### config.mk
export PLATFORM = sky130hd
export DESIGN_NAME = ex_div
export DESIGN_NICKNAME = d
export VERILOG_FILES = /design/src/rtl/ex_div_pkg.sv /design/src/rtl/ex_div_core_step.sv /design/src/rtl/ex_div.sv
export SDC_FILE = /design/constraint.sdc
export NUM_CORES = 1
export LEC_CHECK = 0
export CORE_MARGIN = 5
export CORE_UTILIZATION = 50
export DETAILED_ROUTE_END_ITERATION = 7
export HOLD_SLACK_MARGIN = 0.15
export PLACE_DENSITY = 0.76
export REMOVE_ABC_BUFFERS = 1
export SETUP_SLACK_MARGIN = 0.02
export SKIP_CTS_REPAIR_TIMING = 1
export SYNTH_ARGS = -nofsm -noshare
export SYNTH_HDL_FRONTEND = slang
export SYNTH_SLANG_ARGS = --single-unit
### constraint.sdc
create_clock -name clk -period 7.11 [get_ports clk]
set_clock_uncertainty 0.15 [all_clocks]
set_input_delay 1.0665 -clock clk [delete_from_list [all_inputs] [get_ports clk]]
set_output_delay 1.0665 -clock clk [all_outputs]
set_load 0.02 [all_outputs]
### src/rtl/ex_div_pkg.sv
// ex_div_pkg: shared constants for the EX-stage integer divider.
//   - DIV_OP_* : 2-bit operation encodings. Bit 0 selects unsigned and bit 1
//                selects remainder.
//   - div_state_e : divider FSM state encoding.
//   - op_is_unsigned / op_is_rem : decode helpers for the op field.
package ex_div_pkg;

    localparam logic [1:0] DIV_OP_DIV  = 2'b00;
    localparam logic [1:0] DIV_OP_DIVU = 2'b01;
    localparam logic [1:0] DIV_OP_REM  = 2'b10;
    localparam logic [1:0] DIV_OP_REMU = 2'b11;

    typedef enum logic [1:0] {
        DIV_ST_IDLE = 2'd0,
        DIV_ST_CALC = 2'd1,
        DIV_ST_DONE = 2'd2
    } div_state_e;

    function automatic logic op_is_unsigned(input logic [1:0] op);
        return op[0];
    endfunction

    function automatic logic op_is_rem(input logic [1:0] op);
        return op[1];
    endfunction

endpackage

### src/rtl/ex_div_core_step.sv
// div_core_step: combinational datapath for one restoring-division iteration,
// plus the final sign correction.
//   rem_i / quo_i : partial remainder and the dividend/quotient shift register.
//   dvs_i         : divisor magnitude.
//   rem_o / quo_o : state after one iteration.
//   sel_rem_i     : selects the remainder (1) or the quotient (0) for res_o.
//   neg_i         : two's-complement negates the selected value.
//   res_o         : the selected value after sign correction.
module div_core_step #(
    parameter int WIDTH = 32
) (
    input  logic [WIDTH-1:0] rem_i,
    input  logic [WIDTH-1:0] quo_i,
    input  logic [WIDTH-1:0] dvs_i,
    input  logic             sel_rem_i,
    input  logic             neg_i,
    output logic [WIDTH-1:0] rem_o,
    output logic [WIDTH-1:0] quo_o,
    output logic [WIDTH-1:0] res_o
);

    logic [WIDTH:0]   shifted;
    logic [WIDTH:0]   diff;
    logic [WIDTH-1:0] sel;

    // The quotient register also holds the dividend. Each iteration shifts
    // one dividend bit out of the MSB and one quotient bit into the LSB.
    assign shifted = {rem_i, quo_i[WIDTH-1]};
    assign diff    = shifted - {1'b0, dvs_i};

    always_comb begin
        rem_o = shifted[WIDTH-1:0];
        quo_o = {quo_i[WIDTH-2:0], 1'b0};
        if (!diff[WIDTH]) begin
            rem_o = diff[WIDTH-1:0];
            quo_o = {quo_i[WIDTH-2:0], 1'b1};
        end
    end

    assign sel   = sel_rem_i ? rem_i : quo_i;
    assign res_o = neg_i ? (~sel + WIDTH'(1)) : sel;

endmodule

### src/rtl/ex_div.sv
// ex_div: iterative RV32M DIV/DIVU/REM/REMU unit in the EX stage. It uses
// radix-2 restoring division and produces one quotient bit per cycle.
//   clk, rst      : clock and asynchronous active-low reset.
//   start_i       : a divide op with valid operands is present this cycle.
//   op_i          : operation (see DIV_OP_* in ex_div_pkg).
//   dividend_i    : rs1 value.
//   divisor_i     : rs2 value.
//   rd_addr_i     : destination register.
//   flush_i       : kills any operation in progress and wins over start_i.
//   hold_o        : stall request to the PC, IF/ID and ID/EX registers.
//   busy_o        : the FSM is not idle.
//   valid_o       : one-cycle result strobe.
//   reg_wen_o     : equals valid_o.
//   result_o      : the result, zero while valid_o is low.
//   rd_addr_o     : the destination register, zero while valid_o is low.
//   state_o       : current FSM state, for debug visibility.
// Handshake: start_i is sampled only in IDLE. Exactly one valid_o pulse
// follows each accepted start unless a flush or reset intervenes.
module ex_div
    import ex_div_pkg::*;
#(
    parameter int WIDTH = 32,
    parameter int CNT_W = 6
) (
    input  logic             clk,
    input  logic             rst,
    input  logic             start_i,
    input  logic [1:0]       op_i,
    input  logic [WIDTH-1:0] dividend_i,
    input  logic [WIDTH-1:0] divisor_i,
    input  logic [4:0]       rd_addr_i,
    input  logic             flush_i,
    output logic             hold_o,
    output logic             busy_o,
    output logic             valid_o,
    output logic [WIDTH-1:0] result_o,
    output logic [4:0]       rd_addr_o,
    output logic             reg_wen_o,
    output logic [1:0]       state_o
);

    localparam logic [WIDTH-1:0] MIN_NEG = {1'b1, {(WIDTH-1){1'b0}}};

    div_state_e       state_q, state_d;
    logic [CNT_W-1:0] cnt_q, cnt_d;
    logic             is_rem_q, is_rem_d;
    logic [4:0]       rd_q, rd_d;
    logic [WIDTH-1:0] quo_q, quo_d;
    logic [WIDTH-1:0] rem_q, rem_d;
    logic [WIDTH-1:0] dvs_q, dvs_d;
    logic             neg_quo_q, neg_quo_d;
    logic             neg_rem_q, neg_rem_d;

    logic             is_signed;
    logic             div_zero;
    logic             sgn_ovf;
    logic             special;
    logic [WIDTH-1:0] special_val;
    logic [WIDTH-1:0] dvd_mag;
    logic [WIDTH-1:0] dvs_mag;
    logic [WIDTH-1:0] step_rem;
    logic [WIDTH-1:0] step_quo;
    logic [WIDTH-1:0] final_res;
    logic             accept;

    assign is_signed = !op_is_unsigned(op_i);
    assign div_zero  = (divisor_i == '0);
    assign sgn_ovf   = is_signed && (dividend_i == MIN_NEG) && (divisor_i == '1);
    assign special   = div_zero || sgn_ovf;
    assign accept    = (state_q == DIV_ST_IDLE) && start_i && !flush_i;

    always_comb begin
        special_val = '0;
        if (div_zero) begin
            special_val = op_is_rem(op_i) ? dividend_i : '1;
        end else if (sgn_ovf) begin
            special_val = op_is_rem(op_i) ? '0 : MIN_NEG;
        end
    end

    assign dvd_mag = (is_signed && dividend_i[WIDTH-1]) ? (~dividend_i + WIDTH'(1)) : dividend_i;
    assign dvs_mag = (is_signed && divisor_i[WIDTH-1])  ? (~divisor_i + WIDTH'(1))  : divisor_i;

    div_core_step #(.WIDTH(WIDTH)) u_step (
        .rem_i     (rem_q),
        .quo_i     (quo_q),
        .dvs_i     (dvs_q),
        .sel_rem_i (is_rem_q),
        .neg_i     (is_rem_q ? neg_rem_q : neg_quo_q),
        .rem_o     (step_rem),
        .quo_o     (step_quo),
        .res_o     (final_res)
    );

    always_comb begin
        state_d   = state_q;
        cnt_d     = cnt_q;
        is_rem_d  = is_rem_q;
        rd_d      = rd_q;
        quo_d     = quo_q;
        rem_d     = rem_q;
        dvs_d     = dvs_q;
        neg_quo_d = neg_quo_q;
        neg_rem_d = neg_rem_q;
        unique case (state_q)
            DIV_ST_IDLE: begin
                if (accept) begin
                    is_rem_d = op_is_rem(op_i);
                    rd_d     = rd_addr_i;
                    cnt_d    = '0;
                    if (special) begin
                        // The special result goes into both result registers
                        // with no sign correction, so DONE needs no extra
                        // path for it.
                        quo_d     = special_val;
                        rem_d     = special_val;
                        dvs_d     = '0;
                        neg_quo_d = 1'b0;
                        neg_rem_d = 1'b0;
                        state_d   = DIV_ST_DONE;
                    end else begin
                        quo_d     = dvd_mag;
                        rem_d     = '0;
                        dvs_d     = dvs_mag;
                        neg_quo_d = is_signed && (dividend_i[WIDTH-1] ^ divisor_i[WIDTH-1]);
                        neg_rem_d = is_signed && dividend_i[WIDTH-1];
                        state_d   = DIV_ST_CALC;
                    end
                end
            end
            DIV_ST_CALC: begin
                rem_d = step_rem;
                quo_d = step_quo;
                cnt_d = cnt_q + CNT_W'(1);
                if (cnt_q == CNT_W'(WIDTH - 1)) begin
                    state_d = DIV_ST_DONE;
                end
            end
            DIV_ST_DONE: begin
                state_d = DIV_ST_IDLE;
            end
            default: begin
                state_d = DIV_ST_IDLE;
            end
        endcase
        if (flush_i) begin
            state_d = DIV_ST_IDLE;
        end
    end

    always_ff @(posedge clk or negedge rst) begin
        if (!rst) begin
            state_q   <= DIV_ST_IDLE;
            cnt_q     <= '0;
            is_rem_q  <= 1'b0;
            rd_q      <= '0;
            quo_q     <= '0;
            rem_q     <= '0;
            dvs_q     <= '0;
            neg_quo_q <= 1'b0;
            neg_rem_q <= 1'b0;
        end else begin
            state_q   <= state_d;
            cnt_q     <= cnt_d;
            is_rem_q  <= is_rem_d;
            rd_q      <= rd_d;
            quo_q     <= quo_d;
            rem_q     <= rem_d;
            dvs_q     <= dvs_d;
            neg_quo_q <= neg_quo_d;
            neg_rem_q <= neg_rem_d;
        end
    end

    // The stall releases in DONE, so the result writes back in the same cycle
    // the front of the pipeline moves again.
    assign hold_o    = (accept && !special) || (state_q == DIV_ST_CALC);
    assign busy_o    = (state_q != DIV_ST_IDLE);
    assign valid_o   = (state_q == DIV_ST_DONE) && !flush_i;
    assign reg_wen_o = valid_o;
    assign result_o  = valid_o ? final_res : '0;
    assign rd_addr_o = valid_o ? rd_q : '0;
    assign state_o   = state_q;

endmodule

Fig. 1: signal wires on met3
(2 px per um)
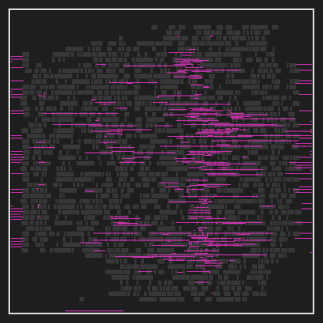
The layer holds 9.2% of the routed length. The longest straight run is 59.3 um. The wires run mostly horizontal. 181 nets have wire on it. The layer carries 2640 um of wire.

Fig. 2: cells colored by class
(3 px per um)
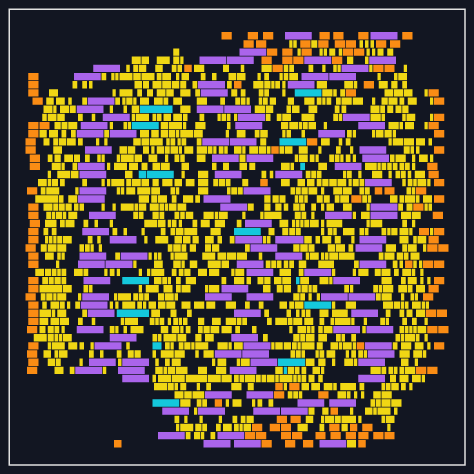
all other logic: shown in yellow, cells 1094, share of their area 61%. clock drivers and dummy loads: shown in cyan, cells 16, share of their area 2.8%. other buffers and delay cells: shown in orange, cells 129, share of their area 11%. flip-flops: shown in purple, cells 112, share of their area 25%.
final instance area: 0.01158 mm2
Layout Utilization: 59.10%

Fig. 3: where the registers sit
(2 px per um) Other sequential cells in the stronger gray, the rest of the logic in the fainter gray.
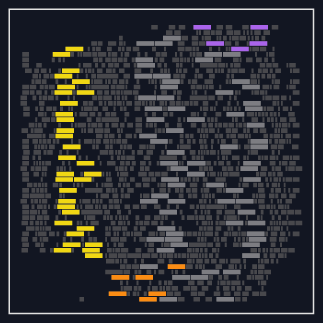
`cnt_q`: shown in orange, sequential cells 6, where bottom center. `dvs_q`: shown in yellow, sequential cells 32. `rd_q`: shown in purple, sequential cells 5, where upper right.
Another 69 sequential cells are not colored.
sequential fraction of total cell area: 24.22%
Reg area: 0.002804 mm2

==> results.yml <==
# yosys + openroad results
clock_network:
  cts_inserted_buffers: 9
global_route:
  grt_first_pass_wirelength_mm: 45.96
  use_met1_pct: 38.70
  use_met2_pct: 36.54
  antenna_found_initial: 0
  grt_use_met3_pct: 2.753
synthesis:
  flop_cell: "dfrtp_1"
  yosys-stat-cells: 1282
  yosysWarnings: 0
  top_cells_by_count: "nand2_1 (143), nor2_1 (136), dfrtp_1 (112)"
  netlist_area_mm2: 0.009997
  topCellsByArea: "dfrtp_1 (28%), mux2i_1 (5.9%), nand2_1 (5.4%)"
  yosys.area.top_type_share_pct: 28.04
  synth.logic.top_family: "AND-OR/OR-AND gates"
  yosys_register_bits: 112
power:
  switching_share_pct: 45.30
  p_int_mw: 2.200
  seqPwrFrac_pct: 28.1
  pg_seq_mw: 1.13
timing:
  finalWorstSetupSlack_ns: 1.137
  hold_ws_ns: 0.3216
  rsz0062_at_grt: "false"
  period_needed_ns: 5.973
  max-slew-margin-rel_pct: 31.39
  setup_violations: 0
  tightest_slew_ns: 1.027
detailed_routing:
  drc: 1
  ant_nets: 0
  met2_length_mm: 12.13
  top_layer: "met4"
final_layout:
  comb_area_mm2: 0.006698
  buf_share_pct: 10.87
  clk_share_pct: 2.712
  stdcell_count: 1616
  lay_top_count: "nand2_1"
  antenna_cells: 0
  area_growth_pct: 15.82
  layout-drive-gt1-share_pct: 4.811
  clock_buffers: 11
floorplanning:
  boundaryPins: 118
outcome:
  violations: "DRC"
  status: "finished, violations left"
worst_setup_path:
  cp-start-kind: "primary input"
  reg2reg_to: "rem_q[2]"
  cp_top_family: "simple AND/OR/NAND/NOR gates"
  worstPathMaxFanout: 7
  worstSetupPathType: "primary input to output pin"
  cp.arrival_ns: 4.76
hold_path:
  whs_endpoint: "rd_q[1]"
run:
  max_cap_viol_count: 0
No activity file was given, so power comes from the tool's default toggle rates.
